==> config.mk <==
export PLATFORM = sky130hd
export DESIGN_NAME = seq_serializer_flat
export DESIGN_NICKNAME = d
export VERILOG_FILES = /design/src/rtl/seq_serializer_pkg.sv /design/src/rtl/seq_serializer_if.sv /design/src/rtl/seq_serializer_word_fifo2.sv /design/src/rtl/seq_serializer.sv /design/src/flat_wrapper.sv
export SDC_FILE = /design/constraint.sdc
export NUM_CORES = 1
export LEC_CHECK = 0
export CORE_ASPECT_RATIO = 1.2
export CORE_MARGIN = 4
export CORE_UTILIZATION = 28
export CTS_CLUSTER_SIZE = 25
export DETAILED_ROUTE_END_ITERATION = 7
export PLACE_DENSITY_LB_ADDON = 0.05
export SLEW_MARGIN = 20
export SYNTH_ARGS = -nofsm -noshare
export SYNTH_HDL_FRONTEND = slang
export SYNTH_SLANG_ARGS = --single-unit
==> constraint.sdc <==
create_clock -name clk -period 1.9 [get_ports clk]
set_input_delay 0.38 -clock clk [delete_from_list [all_inputs] [get_ports clk]]
set_output_delay 0.38 -clock clk [all_outputs]
set_load 0.02 [all_outputs]
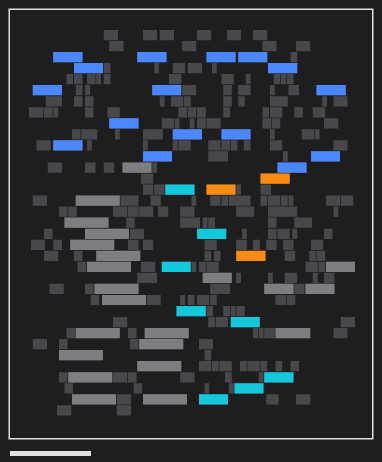
(images/ff_map.png)
Scale bar: 20 µm. Other sequential cells in the stronger grey, the rest of the logic in the fainter grey.
[blue] u_core.word_count | sequential cells: 16
[cyan] u_core.shreg_q | sequential cells: 8
[orange] u_core.cnt_q | sequential cells: 3
fraction of area in registers: 40.7%
final core utilization: 36.5%
sequential power: 1.42 mW
Reg area: 1140 µm²

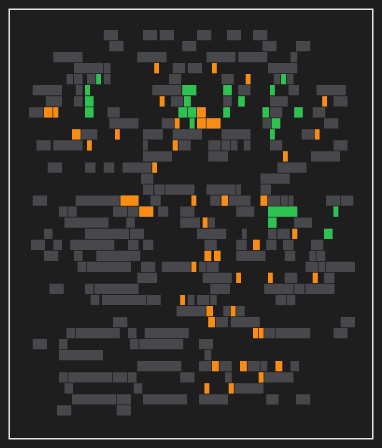
(images/gates.png)
[green] nand cells | cells: 22
[orange] nor cells | cells: 44 | most used: nor2_1
Comb area share: 36.1%
Top cell excl fill/tap: dfxtp_1
Finished Layout Cells: 356

==> run_results.csv <==
group,metric,value,unit
outcome,status,"completed",
hold_path,min_path_type,"flip-flop to flip-flop",
placement,post-dp-hpwl,3380,µm
setup_path,start_kind,"flip-flop",
cells_and_area,final_area,2810,µm²
setup_path,end_kind,"output port",
detailed_routing,route.vias.total,1685,
power_and_ir_drop,clkPwrFrac,18.6,%
global_route,track_usage,10.9,%
logic_synthesis,synth_area_per_cell,10.1,µm²
global_route,grt_pass1_vias,1602,
logic_synthesis,yosys_warnings,0,
power_and_ir_drop,combPwrFrac,37.6,%
cells_and_area,area_growth,26.9,%
final_timing,slew_violations,0,
clock_network,cts_root_buf,"clkbuf_8",
floorplan,chip_area,9410,µm²
final_timing,fmax,0.554,GHz
global_route,grt_pass1_wl,7980,µm
logic_synthesis,xor_share,5.53,%
floorplan,fp_util,28.7,%
final_timing,finalCritPeriodShare,94.9,%
final_timing,rsz0062_at_grt,"false",
logic_synthesis,ys_chip_area,2220,µm²
global_route,antenna_found_initial,0,
final_timing,worstMarginPinSlew,0.510,ns
logic_synthesis,ys_types,36,
logic_synthesis,yosys.area_share.simple,23.9,%
clock_network,cts_buffer_depth,2,
floorplan,fp.dieW,89.2,µm
logic_synthesis,synth_area_leader_cell,"dfxtp_1",
floorplan,rows,35,
clock_network,cts_made_buffers,5,
power_and_ir_drop,leakagePower,1.05,nW
cells_and_area,n_antenna_cell,0,
detailed_routing,wl_per_cell,13.3,µm
power_and_ir_drop,p_per_area,1160,nW/µm²
==> per-stage QoR <==
stage	hold WS, ns	TNS [ns]	power [mW]	util (%)
4_1_cts	0.476	0	3.29	36.4
3_5_place_dp	0.461	-1.56	2.68	35.3
6_report	0.473	0	3.25	36.5
2_1_floorplan	0.443	0	2.27	-
3_3_place_gp	0.458	-0.973	2.69	35.3
5_1_grt	0.509	0	3.51	36.5
==> area by class of cell <==
type / count / area (µm²) / area share, %
Multi-Input combinational cell: 155 / 1020 / 36.1
Clock buffer: 5 / 68.8 / 2.45
Tap cell: 92 / 115 / 4.09
Sequential cell: 49 / 1140 / 40.7
Timing Repair Buffer: 48 / 433 / 15.4
Inverter: 4 / 16.3 / 0.579
Clock inverter: 3 / 17.5 / 0.623
==> routing by layer <==
| layer | vias to the layer above | global-route usage, % | wire length (µm) |
|---|---|---|---|
| li1 | 866 | - | - |
| met1 | 782 | 15.3 | 2380 |
| met2 | 31 | 16.0 | 2100 |
| met3 | 6 | 3.05 | 188 |
| met4 | 0 | 3.51 | 74 |
| met5 | - | 0 | 0 |
==> power groups by stage <==
stage / registers, mW / logic, mW / clock network [mW]
3_5_place_dp: 1.44 / 1.24 / 0
6_report: 1.42 / 1.22 / 0.606
2_1_floorplan: 1.41 / 0.857 / 0
4_1_cts: 1.42 / 1.23 / 0.642
3_3_place_gp: 1.45 / 1.24 / 0
5_1_grt: 1.46 / 1.37 / 0.685
==> layout by cell type (no fill, tap or decap), types with 4 or more instances in the layout <==
cell type | synthesis | final
dfxtp_1 | 33 | 32
clkdlybuf4s50_1 | 0 | 29
nor2_1 | 27 | 27
and2_1 | 18 | 18
buf_4 | 1 | 16
edfxtp_1 | 16 | 16
a21oi_1 | 14 | 13
nor3_1 | 11 | 10
xor2_1 | 8 | 8
a221oi_1 | 8 | 8
mux2i_1 | 8 | 8
nand2_1 | 7 | 7
nand4_1 | 7 | 7
xnor2_1 | 6 | 6
or3_1 | 5 | 5
clkbuf_8 | 0 | 5
nand3_1 | 4 | 4
o21ai_0 | 4 | 4
==> repair_timing <==
item,4_1_cts,5_1_grt
resized,5,5
setup endpoints to repair,6,14
setup buffers,0,0
==> kinds of logic after synthesis <==
group | after synthesis
adders and majority gates | 4
AOI/OAI and AO/OA | 31
buffers and inverters | 16
muxes | 10
and+or+nand+nor | 96
xor gates and xnor gates | 14
DFF | 49
Power figures rest on the tool's default switching activity, not on a simulated workload.
